### Pin placement

Pins as bars across the die edge, other pins in gray.
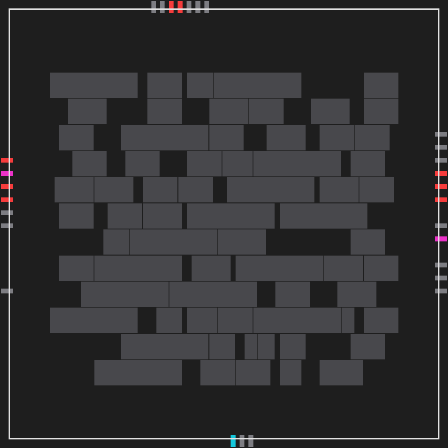
### Routed clock nets over the placement

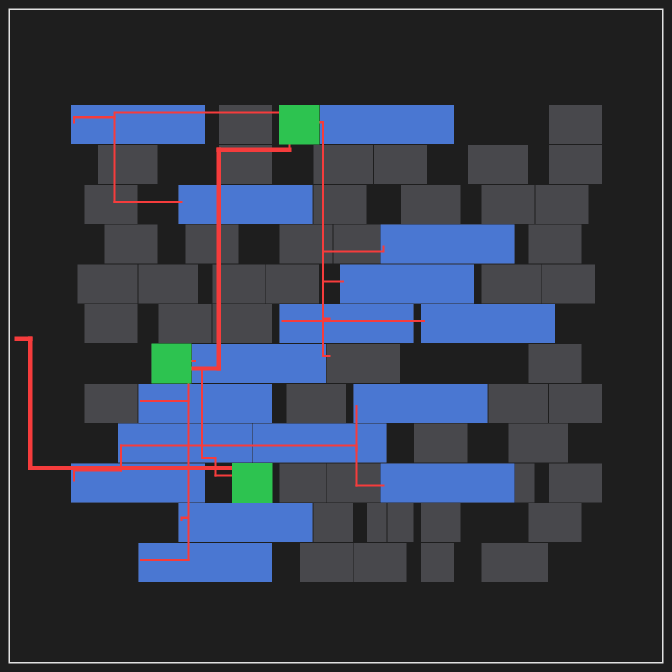
### Clock wiring as the flow saved it

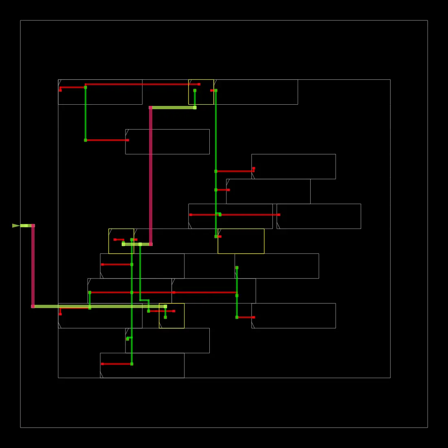
### Cells by drive strength

Bar = 10 um.
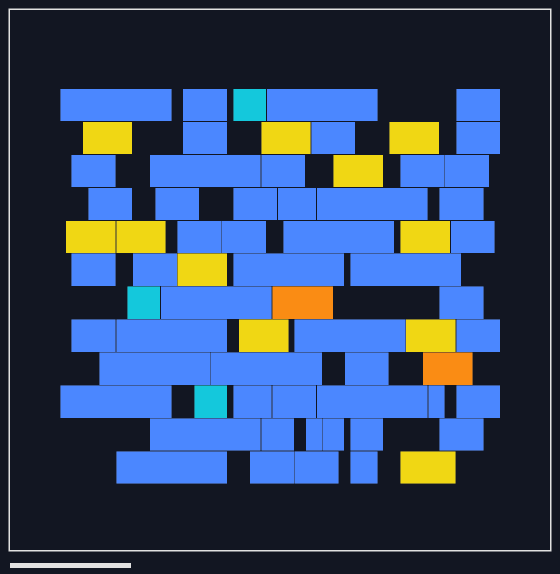
### Placed cells, one color a class

Bar = 10 um.
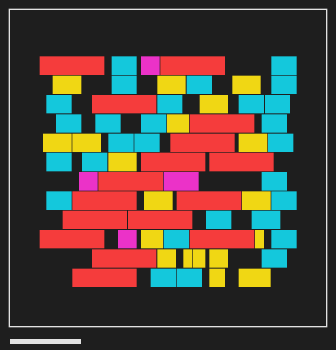
[config.mk]
export PLATFORM = sky130hd
export DESIGN_NAME = fork_cond2_src_2ph
export DESIGN_NICKNAME = d
export VERILOG_FILES = /design/src/rtl/fork_cond2_src_pkg.sv /design/src/rtl/fork_cond2_src_2ph_sync.sv /design/src/rtl/fork_cond2_src_2ph.sv
export SDC_FILE = /design/constraint.sdc
export NUM_CORES = 1
export LEC_CHECK = 0
export CORE_MARGIN = 4
export CORE_UTILIZATION = 44
export CTS_BUF_LIST = sky130_fd_sc_hd__clkbuf_2 sky130_fd_sc_hd__clkbuf_4 sky130_fd_sc_hd__clkbuf_8
export CTS_CLUSTER_SIZE = 10
export DETAILED_ROUTE_END_ITERATION = 16
export GPL_TIMING_DRIVEN = 0
export PLACE_DENSITY = 0.85
export SLEW_MARGIN = 30
export SYNTH_ARGS = -nofsm -noshare
export SYNTH_HDL_FRONTEND = slang
export SYNTH_SLANG_ARGS = --single-unit
[constraint.sdc]
create_clock -name clk -period 1.9 [get_ports clk]
set_input_delay 0.285 -clock clk [delete_from_list [all_inputs] [get_ports clk]]
set_output_delay 0.285 -clock clk [all_outputs]
set_load 0.005 [all_outputs]
[src/rtl/fork_cond2_src_pkg.sv]
// Shared types and default constants for the 2-phase conditional-fork source stage.
package fork_cond2_src_pkg;

   typedef enum logic [1:0] {
      IDLE  = 2'd0,
      SETUP = 2'd1,
      WAIT  = 2'd2
   } state_t;

   localparam int DEF_SYNC_STAGES    = 2;
   localparam int DEF_TIMEOUT_CYCLES = 1024;

endpackage

[src/rtl/fork_cond2_src_2ph_sync.sv]
// N-flop synchroniser bringing the asynchronous 2-phase ack into the clk domain.
module sync_ff #(
   parameter int STAGES = 2
) (
   input  logic clk,
   input  logic rstn,
   input  logic d,
   output logic q
);

   logic [STAGES-1:0] chain_r;

   // shift the async input through the flop chain
   always_ff @(posedge clk or negedge rstn) begin
      if (!rstn) begin
         chain_r <= '0;
      end else begin
         chain_r <= {chain_r[STAGES-2:0], d};
      end
   end

   assign q = chain_r[STAGES-1];

endmodule

[src/rtl/fork_cond2_src_2ph.sv]
// Clocked source feeding a two-channel conditional fork over a 2-phase bundled-data channel.
// Optional ack watchdog enabled by defining FORK_COND2_SRC_TIMEOUT_EN.
module fork_cond2_src_2ph
   import fork_cond2_src_pkg::*;
#(
   parameter int WIDTH          = 8,
   parameter int SYNC_STAGES    = DEF_SYNC_STAGES,
   parameter int TIMEOUT_CYCLES = DEF_TIMEOUT_CYCLES
) (
   input  logic             clk,
   input  logic             rstn,
   input  logic             in_valid,
   output logic             in_ready,
   input  logic [WIDTH-1:0] in_data,
   input  logic [1:0]       in_cond,
   output logic [WIDTH-1:0] data,
   output logic             cond1,
   output logic             cond2,
   output logic             r,
   input  logic             a,
   output logic             busy,
   output logic             err
);

   state_t           state_r;
   state_t           state_nxt_s;
   logic             a_s;
   logic             r_r;
   logic [WIDTH-1:0] data_r;
   logic [1:0]       cond_r;
   logic             err_r;
   logic             accept_s;
   logic             spurious_s;
   logic             timeout_s;

   sync_ff #(
      .STAGES (SYNC_STAGES)
   ) u_ack_sync (
      .clk  (clk),
      .rstn (rstn),
      .d    (a),
      .q    (a_s)
   );

   // state register
   always_ff @(posedge clk or negedge rstn) begin
      if (!rstn) begin
         state_r <= IDLE;
      end else begin
         state_r <= state_nxt_s;
      end
   end

   // next-state decode: accept in IDLE, one margin cycle, then wait for a_s to match r
   always_comb begin
      state_nxt_s = state_r;
      accept_s    = 1'b0;
      case (state_r)
         IDLE: begin
            if (in_valid) begin
               state_nxt_s = SETUP;
               accept_s    = 1'b1;
            end else begin
               state_nxt_s = IDLE;
            end
         end
         SETUP: begin
            state_nxt_s = WAIT;
         end
         WAIT: begin
            if (a_s == r_r) begin
               state_nxt_s = IDLE;
            end else begin
               state_nxt_s = WAIT;
            end
         end
         default: begin
            state_nxt_s = IDLE;
         end
      endcase
   end

   // outside WAIT the fork must be quiescent, so any phase difference is a protocol error
   assign spurious_s = (state_r != WAIT) && (a_s != r_r);

`ifdef FORK_COND2_SRC_TIMEOUT_EN
   localparam int CNT_W = $clog2(TIMEOUT_CYCLES);

   logic [CNT_W-1:0] wd_cnt_r;

   // watchdog: cleared while entering WAIT, saturates at TIMEOUT_CYCLES-1
   always_ff @(posedge clk or negedge rstn) begin
      if (!rstn) begin
         wd_cnt_r <= '0;
      end else if (state_r == SETUP) begin
         wd_cnt_r <= '0;
      end else if ((state_r == WAIT) && (wd_cnt_r != CNT_W'(TIMEOUT_CYCLES - 1))) begin
         wd_cnt_r <= wd_cnt_r + CNT_W'(1);
      end
   end

   // flags on the edge where the count reaches TIMEOUT_CYCLES-1; FSM keeps waiting
   assign timeout_s = (state_r == WAIT) && (a_s != r_r) &&
                      (wd_cnt_r == CNT_W'(TIMEOUT_CYCLES - 2));
`else
   localparam int unused_timeout = TIMEOUT_CYCLES;

   assign timeout_s = 1'b0;
`endif

   // bundled data, request phase and sticky error
   always_ff @(posedge clk or negedge rstn) begin
      if (!rstn) begin
         data_r <= '0;
         cond_r <= 2'b00;
         r_r    <= 1'b0;
         err_r  <= 1'b0;
      end else begin
         if (accept_s) begin
            data_r <= in_data;
            cond_r <= in_cond;
         end
         if (state_r == SETUP) begin
            r_r <= ~r_r;
         end
         if (spurious_s || timeout_s) begin
            err_r <= 1'b1;
         end
      end
   end

   assign in_ready = (state_r == IDLE);
   assign busy     = (state_r == WAIT);
   assign r        = r_r;
   assign data     = data_r;
   assign cond1    = cond_r[0];
   assign cond2    = cond_r[1];
   assign err      = err_r;

endmodule

==> impl_metrics.tcl <==
# yosys + openroad results
set metrics [dict create \
    p_int_mw 0.9884 \
    critPathKind "reg -> out" \
    grt_start_max_net_pins 17 \
    ff_type "dfrtp_1" \
    nWellTaps 14 \
    regToRegSetupSlack_ns 0.59 \
    wl_mm 1.111 \
    cts.repair_timing.setup_buffer_count 0 \
    grt_pass1_vias 413 \
    fin_crit_sh 0.9404 \
    worst_hold_startpoint "u_ack_sync.chain_r[0]$_DFF_PN0_" \
    avgRoutedWirePerCell_um 13.72 \
    setup_violations 0 \
    cts-buffers-inserted 3 \
    synth.yosys.chip_area_um2 588.1 \
    register_area_um2 400.4 \
    timing_hold_violations_final 0 \
    route.antenna.remaining_nets 0 \
    drtPass1Iterations 2 \
    synthDominantCellAreaShare 0.6809 \
    layout.cells.most_common_list "clkdlybuf4s50_1 (27), dfrtp_1 (16), mux2_2 (10)" \
    timing.setup.tns_ns 0 \
    worst_pin_slew_ns 0.6677 \
    regToRegStartpoint "state_r[1]$_DFF_PN0_" \
    post_synth_mux_area_share 0.1915 \
    share_of_the_synthesized_netlist_area_taken_by_xor_and_xnor_gates 0.02979 \
    postCtsHoldBufs 0 \
    initial_detailed_routing_violation_count 1 \
    endpoint_of_the_lowest_slack_register_to_register_path "data[4]$_DFFE_PN0P_" \
    number_of_placed_cells_counting_well_taps 77 \
    yosys.area.top_type "dfrtp_1" \
    top_level_i_o_count 28 \
    slowest_stage "clkdlybuf4s50_1" \
    critical_path.max_fanout 4 \
    timing.critical_path.max_delay_family "buffers and inverters" \
    power.static_leakage_nw 0.3868 \
    powerDensity_nw_per_um2 1461 \
    ys_seq_frac 0.6809 \
    syn-num-nets 50 \
    run_status "complete, no violations" \
    ys_sh_simple 0.05106 \
    insertedDiodeCount 0 \
    detailroute.via_count 389 \
    clock_cell_area_share 0.03978 \
    cts_resized 0 \
    critPathLaunch "state_r[0]$_DFF_PN0_" \
    warning_count 26 \
    mostFrequentLayoutCell "clkdlybuf4s50_1" \
    slew_headroom 0.5534 \
    synth.lib_cells_used.distinct 11 \
    startpoint_type "register" \
    clock_tree.htree_level_count 1 \
    period_needed_ns 1.787 \
    area.share.combinational 0.1893 \
    comb_area_um2 172.7 \
    power.combinational.total_mw 0.557 \
    asyncSetResetFlopFracSynth 1.000 \
    clk_path_buf_depth 2 \
    cts_tree "done" \
]
About 'Pin placement':
- magenta: in_cond (pins 2; direction input; edge 1 right, 1 left)
- red: in_data (pins 8; direction input; edge 3 left, 3 right, 2 top)
- cyan: err (pins 1; direction output; edge bottom)
number of buffer cells added on primary ports: 27
die height: 44.56 um
horizontal extent of the die: 44.56 um

About 'Routed clock nets over the placement':
- blue: flip-flops (count 16)
- green: clock drivers (count 3)
- red: clock wires (length 172 um)
- routed clock nets: 4
Clk network pwr share: 0.163
Clock net power: 0.217 mW
clock latency of the later-clocked register in the worst-skew pair: 0.28 ns

About 'Clock wiring as the flow saved it':
sequential cell count: 16
clock sink total: 16
tally of clock buffers in the finished layout: 4

About 'Cells by drive strength':
- cyan: _3 and _4 cells (cells 3; share 4.5%; most used clkbuf_4)
- orange: _6 and larger (cells 2; share 3.0%)
- blue: _0 and _1 cells (cells 51; share 76%; most used clkdlybuf4s50_1)
- yellow: _2 cells (cells 11; share 16%; most used mux2_2)
non-clock buffer count: 28
final non-filler cell area: 912.1 um2
synth-to-layout area growth: 55.11%
post-route worst setup slack: 0.1131 ns

About 'Placed cells, one color a class':
- magenta: clock drivers and dummy loads (cells 4)
- yellow: combinational and other logic (cells 19)
- red: flops (cells 16)
- cyan: other buffers and delay cells (cells 28)
number of rows in the core area: 12
end-of-flow core utilization: 0.7690
sequential portion of the cell area: 0.4390

registers in the layout, summed over array words and instances, names as in the netlist:
name and cells:
data 8, cond_r 2, r 1, state_r 2, u_ack_sync.chain_r 2, err 1
metal layers:
layer / track usage / share of wire / up-vias
li1: - / - / 185
met4: 0.1084 / 0.021 / 0
met5: 0 / 0 / -
met2: 0.2120 / 0.47 / 21
met3: 0.04878 / 0.12 / 4
met1: 0.1392 / 0.39 / 179
worst max-delay path by stage:
stage / end / cells past startpoint
2_1_floorplan: cond_r[1]$_DFFE_PN0P_ / 3
3_3_place_gp: data[2]$_DFFE_PN0P_ / 4
3_5_place_dp: data[4]$_DFFE_PN0P_ / 4
4_1_cts: busy / 3
5_1_grt: busy / 3
6_report: busy / 3
Power figures rest on the tool's default switching activity, not on a simulated workload.
